==> images/met1.png <==
Supply wires on this layer in gray.
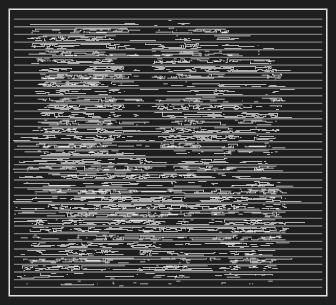
==> images/met2.png <==
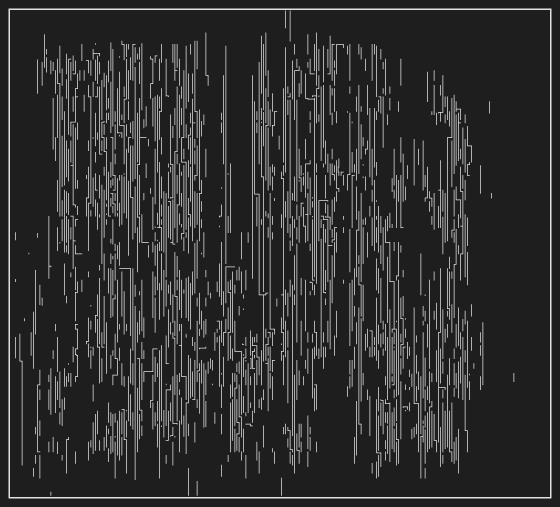
==> images/met3.png <==
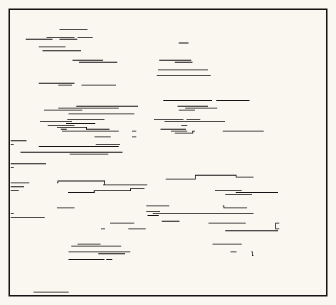
==> images/wire_density.png <==
Scale bar: 20 µm. 22 x 20 tiles, from dark purple (low) to yellow (high), scaled to the fullest tile. Values are wire area over tile area, all layers added.
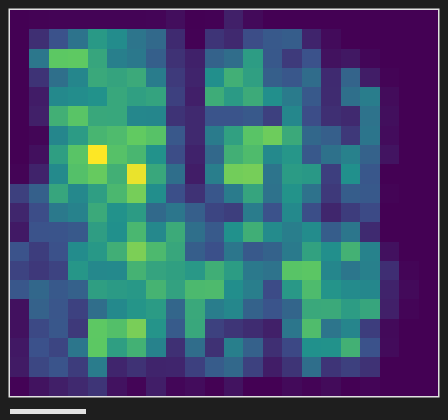
Design ov7670_sccb_config_flat, sky130hd; sources not shown.
==> flow_summary.json <==
{
  "outcome": "completed",
  "enable_flop_cells": 0,
  "layout.cells.non_filler": 801,
  "p_switching_w": 0.000903,
  "fin_nets": 686,
  "crit_chain": "inv_1 > ha_1 > or3b_2 > or4_4 > o41ai_4 > o22ai_1 > mux2_2 > inv_2 > ha_2 > nand2_1 > a21oi_2 > a211oi_1 > a21boi_1 > a211oi_1",
  "diodes": 0,
  "die-area_um2": 11300,
  "clock_area_frac": 0.0587,
  "dr_wl_met2_um": 6270,
  "leakage_nw": 2.29,
  "drt-met1-wl_um": 6490,
  "grt_most_used_layer": "met2",
  "cp_top_family": "AND-OR/OR-AND gates",
  "p_seq_w": 0.00100,
  "path_buffers": 2,
  "final-max-slew-violation-count": 0,
  "synth.logic.top_family": "AND-OR/OR-AND gates",
  "cts_resized": 0,
  "dp_hpwl_um": 9510,
  "firstDrtPassIters": 5,
  "clockRootBuffer": "clkbuf_16",
  "drc": 0,
  "async_flop_share": 0,
  "n_clock_buffer": 10,
  "cts_setup_buffers": 0,
  "drt_iter0_drc": 346,
  "ff_latch_area_um2": 1940,
  "postPlaceCellArea_um2": 5660,
  "clkPwrFrac": 0.323,
  "worstSetupPathType": "register to register",
  "numCtsBuffers": 9,
  "ir_worst_vdd_mv": 0.312
}
## Picture notes: met1.png
main direction: horizontal
longest straight run: 40.0 µm
wire length on this layer: 6490 µm
nets with wire on the layer: 642
Via Count: 5088
GRT met1 Usage: 0.362
drt total wl: 13800 µm

## Picture notes: met2.png
share of all routed wire: 45%
wire length on this layer: 6270 µm
main direction: vertical
nets with wire on the layer: 572
GR Util met2: 0.405

## Picture notes: met3.png
wire length on this layer: 950 µm
main direction: horizontal
nets with wire on the layer: 70
M3 GR Usage: 0.0347

## Picture notes: wire_density.png
emptiest ninth of the die: top right
tiles over half the peak: 24%
nearly empty tiles: 20%
mean over tiles: 0.20
fullest tile: 0.65
densest ninth of the die: left middle
gr usage total: 0.251
routed len/inst: 17.2 µm

